$ cat config.mk
export PLATFORM = sky130hd
export DESIGN_NAME = jtag_vector_engine_flat
export DESIGN_NICKNAME = d
export VERILOG_FILES = /design/src/rtl/jtag_pkg.sv /design/src/rtl/jtag_vector_engine_if.sv /design/src/rtl/jtag_vector_engine_bit_sync.sv /design/src/rtl/jtag_vector_engine.sv /design/src/flat_wrapper.sv
export SDC_FILE = /design/constraint.sdc
export NUM_CORES = 1
export LEC_CHECK = 0
export ABC_AREA = 1
export CAP_MARGIN = 20
export CORE_MARGIN = 1
export CORE_UTILIZATION = 54
export DETAILED_ROUTE_END_ITERATION = 8
export GPL_ROUTABILITY_DRIVEN = 0
export GPL_TIMING_DRIVEN = 0
export MAX_ROUTING_LAYER = met4
export PLACE_DENSITY = 0.76
export SLEW_MARGIN = 5
export SYNTH_ARGS = -nofsm -noshare
export SYNTH_HDL_FRONTEND = slang
export SYNTH_SLANG_ARGS = --single-unit
export TNS_END_PERCENT = 20
$ cat constraint.sdc
create_clock -name clk -period 5.5 [get_ports clk]
set_input_delay 0.55 -clock clk [delete_from_list [all_inputs] [get_ports clk]]
set_output_delay 0.55 -clock clk [all_outputs]
set_load 0.02 [all_outputs]
$ cat src/rtl/jtag_pkg.sv
// Shared definitions for the JTAG vector engine: FSM states, vector byte layout
// and the bit-index width derived from the longest supported run.
package jtag_pkg;

    typedef enum logic [2:0] {
        ST_IDLE,
        ST_FETCH,
        ST_LOW,
        ST_HIGH,
        ST_STORE,
        ST_FIN
    } state_t;

    // Each vector_1 byte holds four JTAG cycles: TDI nibble low, TMS nibble high.
    localparam int TDI_LSB  = 0;
    localparam int TMS_LSB  = 4;

    localparam int MAX_BITS = 16384;
    // One extra bit so the index can hold MAX_BITS itself.
    localparam int N_W      = $clog2(MAX_BITS) + 1;

    // A zero half-period would never terminate the LOW/HIGH timers.
    function automatic logic [31:0] clamp_width(input logic [31:0] w);
        return (w == 32'd0) ? 32'd1 : w;
    endfunction

    // Returns {tms, tdi} for cycle i (0..3) of a vector byte.
    function automatic logic [1:0] pins_for(input logic [7:0] b, input logic [1:0] i);
        logic [3:0] tdi_nib;
        logic [3:0] tms_nib;
        tdi_nib = b[TDI_LSB +: 4];
        tms_nib = b[TMS_LSB +: 4];
        return {tms_nib[i], tdi_nib[i]};
    endfunction

endpackage

$ cat src/rtl/jtag_vector_engine_if.sv
// Control strobes, run configuration and the two vector RAM ports shared
// between main_ram (master) and the JTAG vector engine (slave).
interface jtag_vector_engine_if;

    logic        jtag_rst;
    logic        jtag_wr;
    logic [14:0] bit_count;
    logic [31:0] tck_width;
    logic [31:0] tdo_delay;
    logic        busy;
    logic        done;

    logic [11:0] vector_1_addr;
    logic [7:0]  vector_1_rd_data;

    logic [11:0] vector_2_addr;
    logic        vector_2_we;
    logic [7:0]  vector_2_wr_data;

    modport master (
        output jtag_rst, jtag_wr, bit_count, tck_width, tdo_delay, vector_1_rd_data,
        input  busy, done, vector_1_addr, vector_2_addr, vector_2_we, vector_2_wr_data
    );

    modport slave (
        input  jtag_rst, jtag_wr, bit_count, tck_width, tdo_delay, vector_1_rd_data,
        output busy, done, vector_1_addr, vector_2_addr, vector_2_we, vector_2_wr_data
    );

endinterface

$ cat src/rtl/jtag_vector_engine_bit_sync.sv
// Multi-flop synchronizer bringing the asynchronous TDO pin into the clk domain.
module bit_sync #(
    parameter int STAGES = 2
) (
    input  logic clk,
    input  logic reset,
    input  logic d,
    output logic q
);

    logic [STAGES-1:0] chain;

    // Shift the pin value through the flop chain; the last stage is the clean copy.
    always_ff @(posedge clk or posedge reset) begin
        if (reset) begin
            chain <= '0;
        end else begin
            chain <= {chain[STAGES-2:0], d};
        end
    end

    assign q = chain[STAGES-1];

endmodule

$ cat src/rtl/jtag_vector_engine.sv
// Plays TMS/TDI vectors from vector_1 onto the JTAG pins and packs sampled TDO
// bits into vector_2, one run per jtag_wr pulse.
//
//  state    | meaning
//  ---------+--------------------------------------------------------------
//  IDLE     | waiting for jtag_wr; pins hold their last values
//  FETCH    | vector_1 address presented, waiting out the RAM read latency
//  LOW      | tck low, tms/tdi for bit n driven, half-period timer running
//  HIGH     | tck high, TDO sampled at the clamped delay, then advance n
//  STORE    | write the packed TDO byte (or final partial byte) to vector_2
//  FIN      | one-cycle done pulse, back to IDLE
module jtag_vector_engine
    import jtag_pkg::*;
#(
    parameter int RD_LATENCY  = 2,
    parameter int SYNC_STAGES = 2
) (
    input  logic                 clk,
    input  logic                 reset,
    jtag_vector_engine_if.slave  bus,
    output logic                 tck,
    output logic                 tms,
    output logic                 tdi,
    input  logic                 tdo
);

    state_t           state, state_nxt;
    logic [N_W-1:0]   n, n_nxt, n_inc;
    logic [N_W-1:0]   count, count_nxt;
    logic [31:0]      cnt, cnt_nxt;
    logic [31:0]      width, width_nxt;
    logic [31:0]      samp, samp_nxt;
    logic [31:0]      width_c, samp_c, tc;
    logic [7:0]       byte_q, byte_nxt;
    logic [7:0]       shift, shift_nxt;
    logic [11:0]      addr1, addr1_nxt;
    logic [11:0]      store_addr;
    logic             tck_nxt, tms_nxt, tdi_nxt;
    logic             done_q, done_nxt;
    logic             running;
    logic             tdo_s;

    bit_sync #(
        .STAGES (SYNC_STAGES)
    ) u_tdo_sync (
        .clk   (clk),
        .reset (reset),
        .d     (tdo),
        .q     (tdo_s)
    );

    assign running = (state == ST_FETCH) || (state == ST_LOW) ||
                     (state == ST_HIGH)  || (state == ST_STORE);

    // n has already advanced past the last captured bit when STORE is reached.
    assign store_addr = n[N_W-1:3] - {11'd0, (n[2:0] == 3'd0)};

    assign bus.busy             = running;
    assign bus.done             = done_q;
    assign bus.vector_1_addr    = addr1;
    assign bus.vector_2_we      = (state == ST_STORE);
    assign bus.vector_2_addr    = (state == ST_STORE) ? store_addr : 12'd0;
    assign bus.vector_2_wr_data = (state == ST_STORE) ? shift : 8'd0;

    // Next-state, timer and pin decisions for the whole engine.
    always_comb begin
        state_nxt = state;
        n_nxt     = n;
        count_nxt = count;
        cnt_nxt   = cnt;
        width_nxt = width;
        samp_nxt  = samp;
        byte_nxt  = byte_q;
        shift_nxt = shift;
        addr1_nxt = addr1;
        tck_nxt   = tck;
        tms_nxt   = tms;
        tdi_nxt   = tdi;
        done_nxt  = 1'b0;

        width_c = clamp_width(bus.tck_width);
        // A delay past the end of HIGH samples on the final HIGH cycle instead.
        samp_c  = (bus.tdo_delay < width_c) ? bus.tdo_delay : (width_c - 32'd1);
        tc      = width - 32'd1;
        n_inc   = n + N_W'(1);

        if (bus.jtag_rst) begin
            state_nxt = ST_IDLE;
            tck_nxt   = 1'b0;
            tms_nxt   = 1'b1;
            done_nxt  = running;
        end else begin
            case (state)
                ST_IDLE: begin
                    if (bus.jtag_wr) begin
                        count_nxt = bus.bit_count;
                        width_nxt = width_c;
                        samp_nxt  = samp_c;
                        n_nxt     = '0;
                        cnt_nxt   = 32'd0;
                        shift_nxt = 8'd0;
                        addr1_nxt = 12'd0;
                        if (bus.bit_count != 15'd0) begin
                            state_nxt = ST_FETCH;
                        end else begin
                            state_nxt = ST_FIN;
                            done_nxt  = 1'b1;
                        end
                    end
                end

                ST_FETCH: begin
                    if (cnt == 32'(RD_LATENCY)) begin
                        byte_nxt             = bus.vector_1_rd_data;
                        {tms_nxt, tdi_nxt}   = pins_for(bus.vector_1_rd_data, n[1:0]);
                        tck_nxt              = 1'b0;
                        cnt_nxt              = 32'd0;
                        state_nxt            = ST_LOW;
                    end else begin
                        cnt_nxt = cnt + 32'd1;
                    end
                end

                ST_LOW: begin
                    if (cnt == tc) begin
                        tck_nxt   = 1'b1;
                        cnt_nxt   = 32'd0;
                        state_nxt = ST_HIGH;
                    end else begin
                        cnt_nxt = cnt + 32'd1;
                    end
                end

                ST_HIGH: begin
                    if (cnt == samp) begin
                        shift_nxt[n[2:0]] = tdo_s;
                    end
                    if (cnt == tc) begin
                        tck_nxt = 1'b0;
                        cnt_nxt = 32'd0;
                        n_nxt   = n_inc;
                        if ((n_inc[2:0] == 3'd0) || (n_inc == count)) begin
                            state_nxt = ST_STORE;
                        end else if (n_inc[1:0] == 2'd0) begin
                            state_nxt = ST_FETCH;
                            addr1_nxt = n_inc[13:2];
                        end else begin
                            state_nxt          = ST_LOW;
                            {tms_nxt, tdi_nxt} = pins_for(byte_q, n_inc[1:0]);
                        end
                    end else begin
                        cnt_nxt = cnt + 32'd1;
                    end
                end

                ST_STORE: begin
                    // Clearing here keeps the unfilled bits of a final partial byte at 0.
                    shift_nxt = 8'd0;
                    cnt_nxt   = 32'd0;
                    if (n == count) begin
                        state_nxt = ST_FIN;
                        done_nxt  = 1'b1;
                    end else begin
                        state_nxt = ST_FETCH;
                        addr1_nxt = n[13:2];
                    end
                end

                ST_FIN: begin
                    tck_nxt   = 1'b0;
                    state_nxt = ST_IDLE;
                end

                default: begin
                    state_nxt = ST_IDLE;
                end
            endcase
        end
    end

    // State and datapath registers; tms resets high to steer the TAP toward Test-Logic-Reset.
    always_ff @(posedge clk or posedge reset) begin
        if (reset) begin
            state  <= ST_IDLE;
            n      <= '0;
            count  <= '0;
            cnt    <= 32'd0;
            width  <= 32'd1;
            samp   <= 32'd0;
            byte_q <= 8'd0;
            shift  <= 8'd0;
            addr1  <= 12'd0;
            tck    <= 1'b0;
            tms    <= 1'b1;
            tdi    <= 1'b0;
            done_q <= 1'b0;
        end else begin
            state  <= state_nxt;
            n      <= n_nxt;
            count  <= count_nxt;
            cnt    <= cnt_nxt;
            width  <= width_nxt;
            samp   <= samp_nxt;
            byte_q <= byte_nxt;
            shift  <= shift_nxt;
            addr1  <= addr1_nxt;
            tck    <= tck_nxt;
            tms    <= tms_nxt;
            tdi    <= tdi_nxt;
            done_q <= done_nxt;
        end
    end

endmodule

$ cat src/flat_wrapper.sv
// flat-port wrapper written by rule: the top's interface ports become plain ports
module jtag_vector_engine_flat import jtag_pkg::*;
#(
    parameter int RD_LATENCY  = 2,
    parameter int SYNC_STAGES = 2
)
  (clk, reset, tck, tms, tdi, tdo, bus_jtag_rst, bus_jtag_wr, bus_bit_count, bus_tck_width, bus_tdo_delay, bus_vector_1_rd_data, bus_busy, bus_done, bus_vector_1_addr, bus_vector_2_addr, bus_vector_2_we, bus_vector_2_wr_data);
  jtag_vector_engine_if bus_i ();
  input  logic clk;
  input  logic reset;
  output logic tck;
  output logic tms;
  output logic tdi;
  input  logic tdo;
  input wire logic [$bits(bus_i.jtag_rst)-1:0] bus_jtag_rst;
  input wire logic [$bits(bus_i.jtag_wr)-1:0] bus_jtag_wr;
  input wire logic [$bits(bus_i.bit_count)-1:0] bus_bit_count;
  input wire logic [$bits(bus_i.tck_width)-1:0] bus_tck_width;
  input wire logic [$bits(bus_i.tdo_delay)-1:0] bus_tdo_delay;
  input wire logic [$bits(bus_i.vector_1_rd_data)-1:0] bus_vector_1_rd_data;
  output wire logic [$bits(bus_i.busy)-1:0] bus_busy;
  output wire logic [$bits(bus_i.done)-1:0] bus_done;
  output wire logic [$bits(bus_i.vector_1_addr)-1:0] bus_vector_1_addr;
  output wire logic [$bits(bus_i.vector_2_addr)-1:0] bus_vector_2_addr;
  output wire logic [$bits(bus_i.vector_2_we)-1:0] bus_vector_2_we;
  output wire logic [$bits(bus_i.vector_2_wr_data)-1:0] bus_vector_2_wr_data;
  assign bus_i.jtag_rst = bus_jtag_rst;
  assign bus_i.jtag_wr = bus_jtag_wr;
  assign bus_i.bit_count = bus_bit_count;
  assign bus_i.tck_width = bus_tck_width;
  assign bus_i.tdo_delay = bus_tdo_delay;
  assign bus_i.vector_1_rd_data = bus_vector_1_rd_data;
  assign bus_busy = bus_i.busy;
  assign bus_done = bus_i.done;
  assign bus_vector_1_addr = bus_i.vector_1_addr;
  assign bus_vector_2_addr = bus_i.vector_2_addr;
  assign bus_vector_2_we = bus_i.vector_2_we;
  assign bus_vector_2_wr_data = bus_i.vector_2_wr_data;
  jtag_vector_engine #(.RD_LATENCY(RD_LATENCY), .SYNC_STAGES(SYNC_STAGES)) u_core (.clk(clk), .reset(reset), .bus(bus_i), .tck(tck), .tms(tms), .tdi(tdi), .tdo(tdo));
endmodule
### Signal metal coverage by tile, run 1

The die is cut into 31 by 31 equal tiles; dark blue is low, red is high, scaled to the fullest tile. Values are wire area over tile area, all layers added.
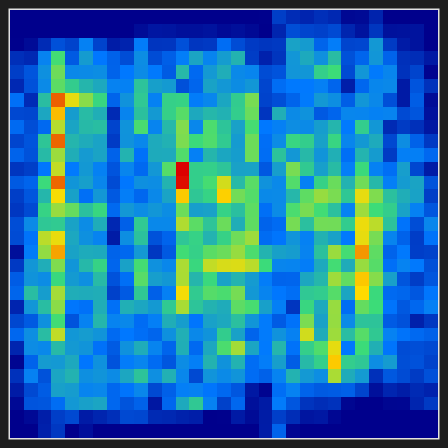
mean over tiles: 0.24
nearly empty tiles: 8.8%
tiles over half the peak: 13%
fullest tile: 0.84
emptiest ninth of the die: north-east
densest ninth of the die: center

### Cell placement, run 1

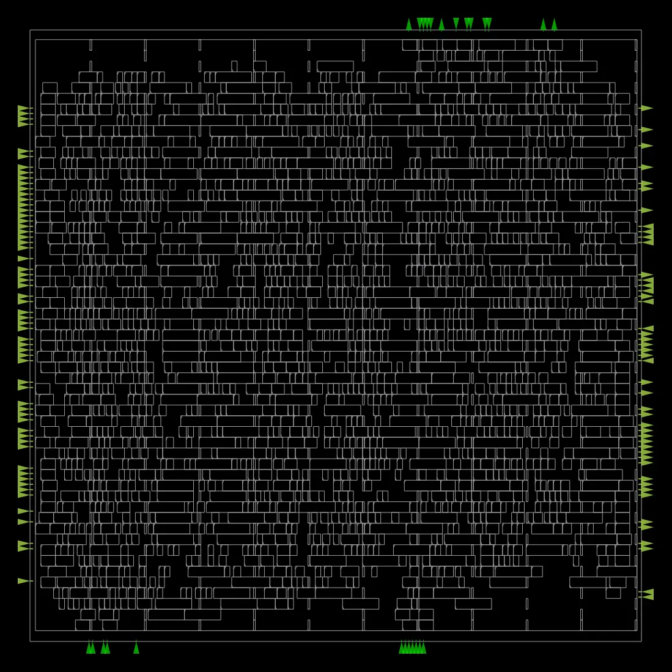
TAP cells: 313
floorplan row count: 55
core area: 22800 sq um
Filler Cell Count: 2023

### Cells by drive strength, run 1

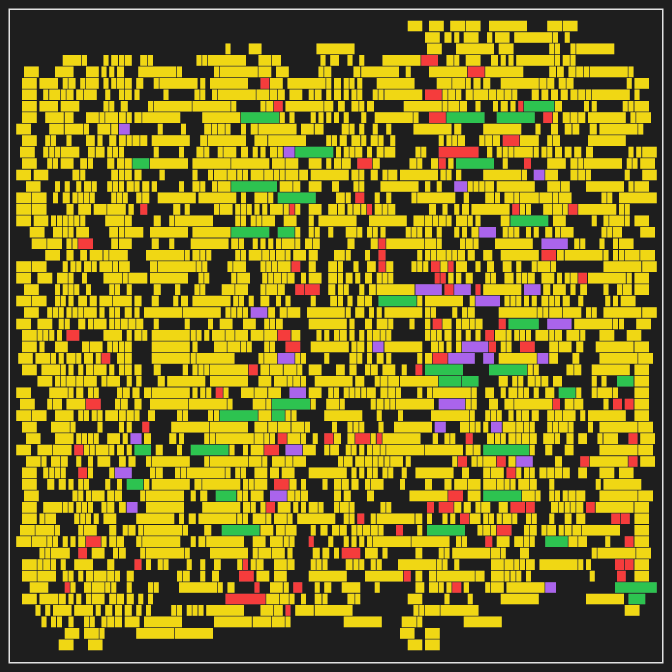
legend:
  drive 6 and up:
    color: green
    cells: 34
    share: 1.7%
  drive 3 to 4:
    color: purple
    cells: 29
    share: 1.5%
  drive 1 or less:
    color: yellow
    cells: 1797
    share: 92%
  drive 2:
    color: red
    cells: 99
    share: 5.1%

### Sequential cells grouped by signal name, run 1

Bar = 50 um. Other sequential cells in the stronger gray, the rest of the logic in the fainter gray.
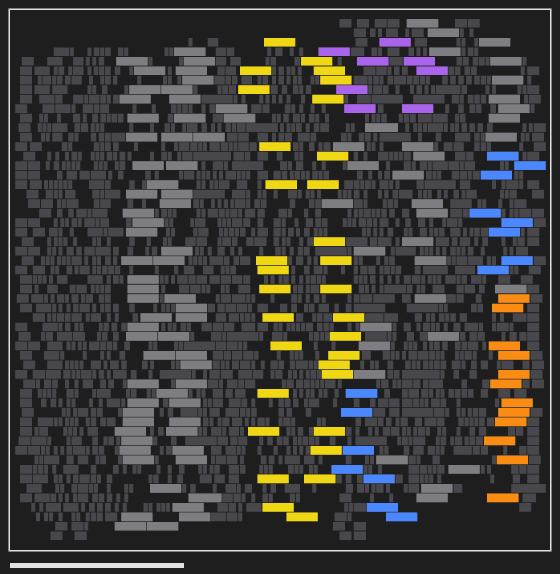
legend:
  u_core.cnt:
    color: yellow
    sequential_cells: 32
    where: a column down the middle
  u_core.count:
    color: blue
    sequential_cells: 15
  u_core.byte_q:
    color: purple
    sequential_cells: 8
  u_core.bus.vector_1_addr:
    color: orange
    sequential_cells: 12

==> metrics.cfg, run 1 <==
[run_status]
status=finished, final reports clean

[routing]
routedWlPerCell_um=15.3
via_per_inst=5.40
ant_nets=0
dr.pass1.iters=8
vias=12300

[placement]
dp_worst_setup_slack_ns=1.56

[layout]
comb_area_sq_um=7210
sh_seq_area=0.274
flop-count=163
nClkBuffers=20
comb_area_frac=0.483
n_all_inverters=243
diodes=0
seq_area_sq_um=4080
clock_area_frac=0.0388
nNonClkBuffers=209
layout_top_cells=nand2_1 (430), inv_1 (227), nand3_1 (169)
reg_top3=u_core.cnt: 32 flops, u_core.samp: 32 flops, u_core.width: 32 flops
buf_share=0.116
largest_class=multi-input combinational cells
fin_util=0.655
num-nets-final=2078
layout_top_cell=nand2_1

[timing]
setup_tns_ns=0
final_hold_viol_count=0
tightest_slew_ns=0.847
finalSetupViolations=0
max_slew_margin=0.435
timing.fmax_ghz=0.236
slew_viol_final=0
post-route-period-util=0.770

[clock_network]
clock.latency.late_pin_ns=0.44
clk_path_buf_depth=2
cts_max_level=4
hold_buffers=0
root_buffer=clkbuf_16

[logic_synthesis]
ys_chip_area_sq_um=12600
yosysCellCount=1796
edf_count=0
numSynthFlops=163
top_cell=nand2_1
synth.top_cell.area_share=0.320
synthAoiAreaFrac=0.0693
synthMuxAreaShare=0.00447
synth-xor-area-share=0.0987
async_reset_ff_frac=1.00
synthesis.area_sq_um=12600
simple_gate_area_frac=0.359
netlist_instances=1796
adder_share=0.0397

[critical_path]
crit_buf_inv=4
r2r_cells=14
crit_chain=inv_2 -> clkbuf_1 -> ha_1 -> inv_1 -> nor2_1 -> ha_1 -> ha_1 -> nand2_1 -> nor2_1 -> nand3_1 -> nor2_1 -> o21ai_0 -> a21oi_1 -> clkdlybuf4s50_1
reg2reg_from=u_core.width[0]$_DFFE_PP1P_
crit_family=buffers and inverters
slowest_delay_ns=0.63
rr_endpoint=u_core.cnt[31]$_DFFE_PP0P_
crit_type=reg -> out
start_kind=flip-flop
critPathCaptureType=output port
rrSetupSlack_ns=2.61
critPathSlowestCell=clkdlybuf4s50_1
path_max_fanout=10

[global_routing]
overflow=0
first_global_vias=11800
grt_start_max_net_pins=110

[hold_path]
min_path_type=reg -> reg
min_from=u_core.u_tdo_sync.chain[0]$_DFF_PP0_
min_to=u_core.u_tdo_sync.chain[1]$_DFF_PP0_
hold_path_depth=0

[die]
pin_count=130
chip_area_sq_um=24000
die_h_um=155
initial_core_util=0.553
die_x_um=155

[run]
maxCapViolations=0

[pwr]
p_leak_nw=7.26
power.density_nw_per_um2=358
peakVddDrop_mv=0.260

[run 1: report_power, final]
| group | switching, mW | leakage, nW | internal, mW |
|---|---|---|---|
| Sequential | 0.343 | 2.13 | 1.54 |
| Combinational | 1.39 | 4.85 | 0.873 |
| Clock | 0.510 | 0.278 | 0.682 |
[run 1: metal layers]
layer	vias to the layer above	GRT usage	wire length, um
met5	-	-	0
met4	0	0.182	2070
met3	131	0.0426	1790
met2	484	0.527	16800
met1	5591	0.358	14200
li1	6071	-	-
[run 1: stage by stage]
stage,instance area (sq um),instances
2_1_floorplan,12600,1796
4_1_cts,14900,2272
6_report,14900,2272
3_3_place_gp,14300,2238
5_1_grt,14900,2272
3_5_place_dp,14300,2240
[run 1: worst max-delay path by stage]
stage                                 start                          end  slack, ns  cells after the start
floorplan                             reset    u_core.bus.done$_DFF_PP0_       0.55                      1
global placement                      reset  u_core.samp[21]$_DFFE_PP0P_      -1.56                      2
detailed placement         bus_tck_width[7]  u_core.samp[30]$_DFFE_PP0P_       1.56                     19
CTS                 u_core.n[0]$_DFFE_PP0P_         bus_vector_2_addr[8]       1.26                     14
global route        u_core.n[0]$_DFFE_PP0P_         bus_vector_2_addr[8]       0.99                     14
finish              u_core.n[0]$_DFFE_PP0P_         bus_vector_2_addr[8]       1.27                     14
[run 1: worst register-to-register path: cells and delay by family (launching register included)]
| family | cells | cell delay, ns |
|---|---|---|
| and+or+nand+nor | 9 | 1.68 |
| xor gates and xnor gates | 1 | 0.18 |
| DFF | 1 | 0.38 |
| buffers and inverters | 3 | 0.35 |
| adders and majority gates | 1 | 0.21 |
[run 1: cells by family after synthesis]
logic type / after synthesis
simple gates: 966
buf+inv: 321
flops: 163
compound gates: 159
xor+xnor: 142
fa+ha+maj: 40
mux: 5
### Clock distribution, run 1

Bar = 50 um.
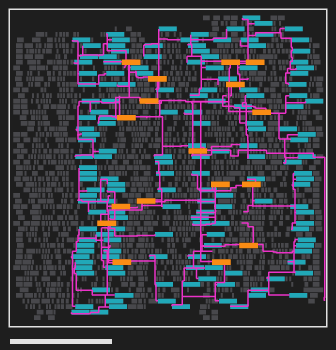

==> inputs of run 2 (changes only) <==
- clock period: 5.5 -> 4.36 ns (I/O delays scaled with it)
### Clock distribution, run 2

Bar = 50 um.
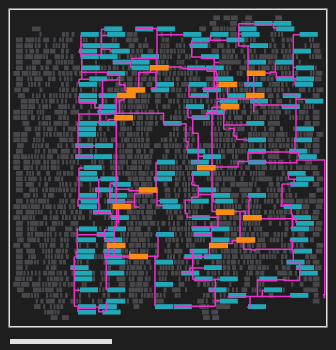
legend:
  clock wires:
    color: magenta
    length: 2100 um
  cells driving clock nets:
    color: orange
    count: 17
  flip-flops:
    color: cyan
    count: 163
routed clock nets: 18

### Cell placement, run 2

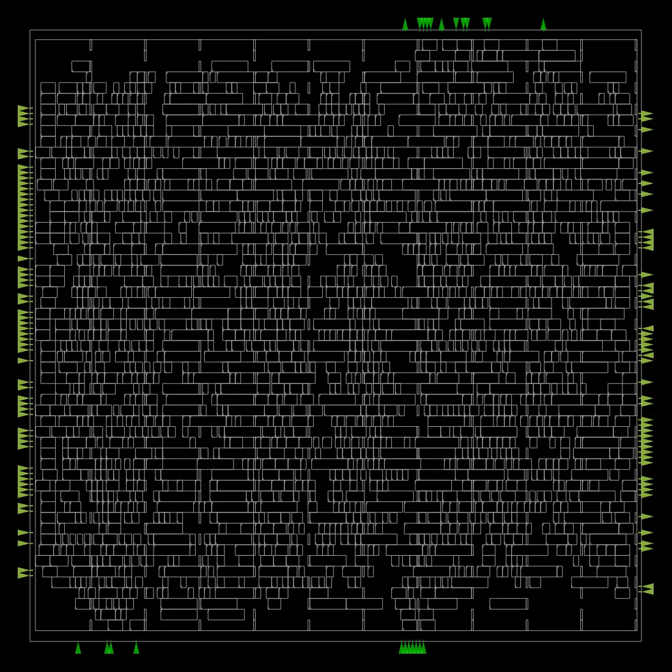
Seq/total area: 0.273
registers: 163
post-route insts no fill: 2274

==> metrics.cfg, run 2 <==
[clock_network]
cts_max_level=4  ; unchanged
root_buffer=clkbuf_16
clk_path_buf_depth=2  ; unchanged
postCtsSetupBuffers=0
clock.latency.late_pin_ns=0.44  ; about the same

[logic_synthesis]
netlist_instances=1796  ; unchanged
edf_count=0  ; unchanged
synthesis.area_sq_um=12600  ; unchanged
async_reset_ff_frac=1.00  ; unchanged
synthFlopType=dfrtp_1
synth.top_cell.area_share=0.320  ; unchanged
ys_chip_area_sq_um=12600  ; unchanged
postSynthSeqShare=0.324
top_cell=nand2_1

[routing]
dr.pass1.iters=5  ; -3
routedWlPerCell_um=15.2  ; -0.69%
ant_nets=0  ; unchanged
via_per_inst=5.40  ; about the same
vias=12300  ; +0.057%

[pwr]
seqPwrFrac=0.352  ; about the same
finalPower_mw=6.76
switchingPower_mw=2.85  ; +27%
power_frac_comb=0.421  ; -0.002
power_clock_mw=1.54  ; +29%
sw_frac_of_total=0.421  ; +0.00146
pg_comb_mw=2.84  ; +26%
peakVddDrop_mv=0.328  ; +26%
clockPowerShare=0.227  ; +0.004
p_int_mw=3.91  ; +26%
p_leak_nw=7.29  ; +0.45%
maxPowerGroup=combinational logic
power.density_nw_per_um2=452  ; +26%
p_seq_mw=2.38  ; +26%

[timing]
post-route-period-util=0.879
max_slew_margin=0.489  ; +0.0544
tightest_slew_ns=0.766  ; -0.0815 ns
finalSetupViolations=0  ; unchanged
setup_tns_ns=0  ; unchanged
final_hold_viol_count=0  ; unchanged
grt_setup_unrepaired=no
fin_crit_ns=3.83
slew_viol_final=0  ; unchanged

[run]
maxCapViolations=0  ; unchanged

[critical_path]
rrSetupSlack_ns=1.45  ; -1.16 ns
crit_chain=inv_2 -> ha_1 -> inv_1 -> nor2_1 -> ha_1 -> ha_1 -> nand2_1 -> nor2_1 -> nand3_1 -> nor2_1 -> o21ai_0 -> a21oi_1 -> clkdlybuf4s50_1
cp.arrival_ns=3.39
crit_cells=13  ; -1
r2r_cells=14  ; unchanged
path_max_fanout=15  ; +5
rr_endpoint=u_core.bus.vector_1_addr[2]$_DFFE_PP0P_
crit_buf_inv=3  ; -1
critPathSlowestCell=clkdlybuf4s50_1
reg2reg_from=u_core.width[0]$_DFFE_PP1P_
endpoint=bus_vector_2_addr[8]
crit_type=reg -> out
slowest_delay_ns=0.63  ; about the same
start_kind=flip-flop
startpoint=u_core.n[0]$_DFFE_PP0P_

[layout]
layout_top_cell=nand2_1
area_growth_pct=18.8
layout_top_cells=nand2_1 (430), inv_1 (227), nand3_1 (169)
diodes=0  ; unchanged
final_area_sq_um=15000  ; +0.40%
num-nets-final=2080  ; +0.096%
reg_top3=u_core.cnt: 32 flops, u_core.samp: 32 flops, u_core.width: 32 flops

[hold_path]
hold_path_depth=0  ; unchanged
min_from=u_core.u_tdo_sync.chain[0]$_DFF_PP0_
min_path_type=reg -> reg
min_to=u_core.u_tdo_sync.chain[1]$_DFF_PP0_

[die]
chip_area_sq_um=24000  ; unchanged
die_x_um=155  ; unchanged
pin_count=130  ; unchanged
die_h_um=155  ; unchanged
fp.coreArea_sq_um=22800  ; unchanged
initial_core_util=0.553  ; unchanged

[global_routing]
first_global_vias=11900  ; +1.2%
overflow=0  ; unchanged
grt_start_max_net_pins=44  ; -60%

[placement]
place_area_sq_um=14400  ; +0.34%

[run_status]
status=finished, final reports clean

[run 2: cell counts after synthesis]
Identical to the previous run, type by type.
[run 2: final cells by class]
type | instances | area [sq um]
tap | 313 | 392
buffer | 77 | 403
clock inverter | 14 | 164
fill | 2067 | 7810
multi-input combinational | 1312 | 7210
inverter | 243 | 916
timing repair buffer | 134 | 1380
clock buffer | 18 | 429
sequential | 163 | 4080
[run 2: cell families after synthesis]
| family | synth area share |
|---|---|
| AOI/OAI and AO/OA | 0.0693 |
| muxes | 0.00447 |
| adders and majority gates | 0.0397 |
| and+or+nand+nor | 0.359 |
| xor gates and xnor gates | 0.0987 |
| buffers and inverters | 0.105 |
| DFF | 0.324 |
[run 2: worst reg2reg max path, stage by stage (launching register included)]
cell	delay (ns)
dfstp_2	0.37
inv_2	0.08
ha_1	0.20
nand3_1	0.16
nor3_2	0.47
nand4_1	0.22
xor2_1	0.19
nand3_1	0.10
nor2_1	0.14
nand3_2	0.20
nand3_4	0.17
buf_8	0.16
buf_8	0.15
nand4_1	0.09
nand2_1	0.11
[run 2: stage by stage]
stage | cells | worst slack, ns | utilization | hold slack [ns]
after global routing | 2274 | 0.236 | 0.657 | 0.365
after detailed placement | 2243 | 0.527 | 0.631 | 0.336
after CTS | 2275 | 0.250 | 0.657 | 0.352
final | 2274 | 0.529 | 0.657 | 0.349
after floorplan | 1796 | 1.50 | - | 0.331
after global placement | 2238 | 0.505 | 0.627 | 0.333
[run 2: timing repair]
action,4_1_cts,5_1_grt
setup endpoints to repair,0,1
hold buffers,0,0
gates resized,0,0
[run 2: layer usage]
layer | vias up | global-route usage | wire length [um]
met5 | - | - | 0
li1 | 6083 | - | -
met2 | 463 | 0.525 | 16700
met3 | 128 | 0.0286 | 1710
met4 | 0 | 0.186 | 1940
met1 | 5610 | 0.355 | 14300
### Signal metal coverage by tile, run 2

The die is cut into 31 by 31 equal tiles; dark blue is low, red is high, scaled to the fullest tile. Values are wire area over tile area, all layers added.
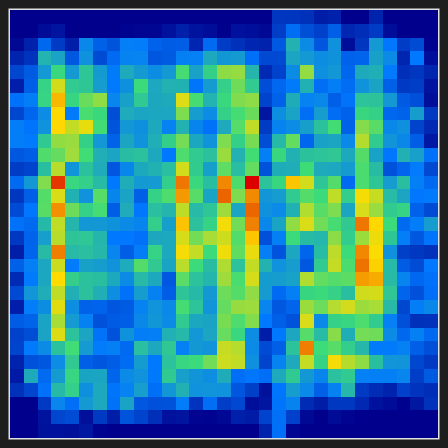

==> inputs of run 3 (changes only) <==
- CORE_ASPECT_RATIO: not set -> 0.75
- PLACE_DENSITY: 0.76 -> 0.78
### Signal metal coverage by tile, run 3

The die is cut into 36 by 27 equal tiles; dark blue is low, red is high, scaled to the fullest tile. Values are wire area over tile area, all layers added.
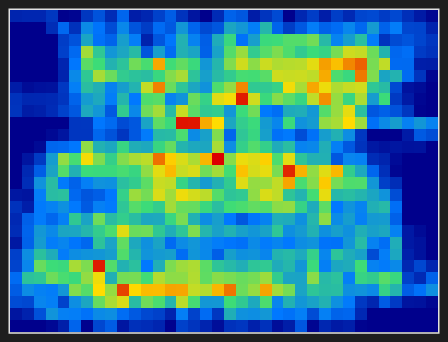
fullest tile: 0.76
tiles over half the peak: 25%
nearly empty tiles: 9.4%

==> metrics.cfg, run 3 <==
[run_status]
status=finished, final reports clean

[routing]
ant_nets=0  ; unchanged
dr.pass1.iters=8  ; +3
vias=12800  ; +4.2%
routedWlPerCell_um=16.3  ; +7.1%
via_per_inst=5.66  ; +4.8%

[critical_path]
reg2reg_from=u_core.width[0]$_DFFE_PP1P_
startpoint=u_core.n[0]$_DFFE_PP0P_
crit_type=reg -> out
endpoint=bus_vector_2_addr[8]
cp.arrival_ns=3.47  ; +0.08 ns
rrSetupSlack_ns=1.32  ; -0.13 ns
r2r_cells=14  ; unchanged
crit_cells=13  ; unchanged
crit_buf_inv=3  ; unchanged
rr_endpoint=u_core.cnt[14]$_DFFE_PP0P_
slowest_delay_ns=0.63  ; about the same
crit_chain=inv_2 -> ha_1 -> inv_1 -> nor2_1 -> ha_1 -> ha_1 -> nand2_1 -> nor2_1 -> nand3_1 -> nor2_1 -> o21ai_0 -> a21oi_1 -> clkdlybuf4s50_1
path_max_fanout=15  ; unchanged
start_kind=flip-flop
critPathSlowestCell=clkdlybuf4s50_1

[clock_network]
cts.repair.resized=0  ; unchanged
clock.latency.late_pin_ns=0.44  ; about the same
clk_path_buf_depth=2  ; unchanged
root_buffer=clkbuf_16
cts_tree=done
cts_max_level=4  ; unchanged

[layout]
diodes=0  ; unchanged
area_growth_pct=18.5
layout_top_cell=nand2_1
layout_top_cells=nand2_1 (430), inv_1 (227), nand3_1 (169)
num-fill-cells=1982  ; -4.1%
comb_area_sq_um=7210  ; unchanged
reg_top3=u_core.cnt: 32 flops, u_core.samp: 32 flops, u_core.width: 32 flops
num-nets-final=2080  ; unchanged
drive_gt1_frac=0.0831
seq_area_sq_um=4080  ; unchanged

[global_routing]
grt_pass1_wl_mm=59.0
first_global_vias=11700  ; -2.2%
overflow=0  ; unchanged
grt_start_max_net_pins=42  ; -4.5%

[logic_synthesis]
simple_gate_area_frac=0.359  ; unchanged
synth-xor-area-share=0.0987  ; unchanged
postSynthSeqShare=0.324  ; unchanged
ys_top_logic_family=simple AND/OR/NAND/NOR gates
netlist_instances=1796  ; unchanged
synthFlopType=dfrtp_1
adder_share=0.0397  ; unchanged
synth.top_cell.area_share=0.320  ; unchanged
edf_count=0  ; unchanged
ys_chip_area_sq_um=12600  ; unchanged
synthMuxAreaShare=0.00447  ; unchanged
top_cell=nand2_1
async_reset_ff_frac=1.00  ; unchanged
synthAoiAreaFrac=0.0693  ; unchanged
synthesis.area_sq_um=12600  ; unchanged

[pwr]
power.density_nw_per_um2=455  ; +0.85%
p_leak_nw=7.27  ; -0.36%
peakVddDrop_mv=0.362  ; +10%

[timing]
fin_crit_ns=3.90  ; +0.0732 ns
max_slew_margin=0.369  ; -0.120
timing.fmax_ghz=0.256
finalSetupViolations=0  ; unchanged
slew_viol_final=0  ; unchanged
post-route-period-util=0.895  ; +0.0168
tightest_slew_ns=0.947  ; +0.181 ns
grt_setup_unrepaired=no
final_hold_viol_count=0  ; unchanged
hold_ws_ns=0.353  ; +0.00390 ns
setup_tns_ns=0  ; unchanged

[die]
initial_core_util=0.549  ; -0.00395
die_h_um=134  ; -13%
chip_area_sq_um=24000  ; about the same
pin_count=130  ; unchanged
fp.coreArea_sq_um=22900  ; +0.72%
die_x_um=178  ; +15%

[placement]
io_buffers=129

[hold_path]
min_path_type=reg -> reg
hold_path_depth=0  ; unchanged
min_from=u_core.u_tdo_sync.chain[0]$_DFF_PP0_
min_to=u_core.u_tdo_sync.chain[1]$_DFF_PP0_

[run]
maxCapViolations=0  ; unchanged

### Cells by drive strength, run 3

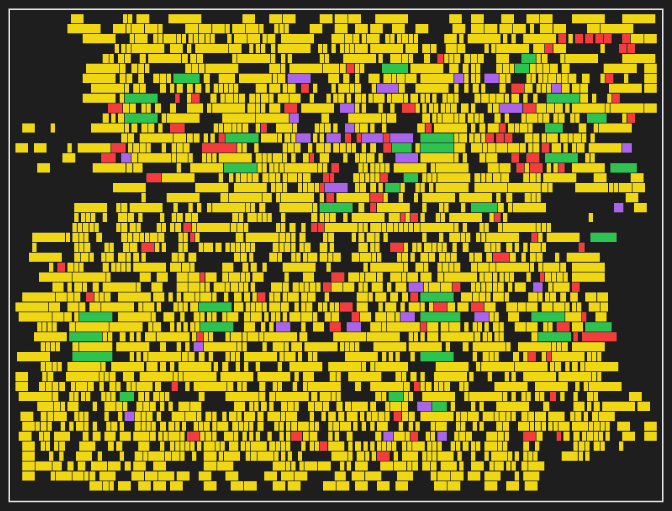
legend:
  drive 2:
    color: red
    cells: 99
    share: 5.0%
  drive 3 to 4:
    color: purple
    cells: 29
    share: 1.5%
  drive 1 or less:
    color: yellow
    cells: 1798
    share: 92%
  drive 6 and up:
    color: green
    cells: 35
    share: 1.8%

==> run 3: cell counts after synthesis <==
No cell type changed its count.
==> run 3: cells by family after synthesis <==
logic type      Yosys count
xor+xnor                142
flops                   163
fa+ha+maj                40
compound gates          159
buf+inv                 321
simple gates            966
mux                       5
==> run 3: metrics by stage <==
step	std cells	util	power, mW	instance area, sq um	worst slack, ns
final	2261	0.651	6.80	14900	0.456
after global routing	2261	0.651	7.22	14900	0.250
after CTS	2262	0.651	6.75	14900	0.188
after detailed placement	2230	0.626	5.25	14400	0.384
after global placement	2225	0.622	5.14	14300	0.460
after floorplan	1796	-	4.38	12600	1.50
==> run 3: per-layer routing <==
metal	routed length, um	up-vias	track usage
met5	0	-	-
met4	317	0	0.0537
met3	4180	42	0.0714
met2	15700	628	0.467
met1	16700	6049	0.469
li1	-	6086	-
==> run 3: cell type report <==
class                           count  share of cell area
Buffer                             77              0.0270
Clock buffer                       22              0.0304
Clock inverter                     10             0.00738
Inverter                          243              0.0613
Multi-Input combinational cell   1312               0.483
Sequential cell                   163               0.273
Tap cell                          300              0.0251
Timing Repair Buffer              134              0.0926
==> run 3: report_power, final <==
| group | leakage (nW) | internal, mW | switching, mW | total (mW) |
|---|---|---|---|---|
| sequential | 2.13 | 1.95 | 0.437 | 2.39 |
| combinational | 4.87 | 1.11 | 1.82 | 2.93 |
| clock | 0.266 | 0.854 | 0.630 | 1.48 |
| total | 7.27 | 3.91 | 2.89 | 6.80 |
==> run 3: timing repair <==
item                                   in CTS  in global routing
endpoints found under the hold margin       0                  0
setup endpoints to repair                   0                  4
setup buffers                               0                  0
hold buffers                                0                  0
Power figures rest on the tool's default switching activity, not on a simulated workload.
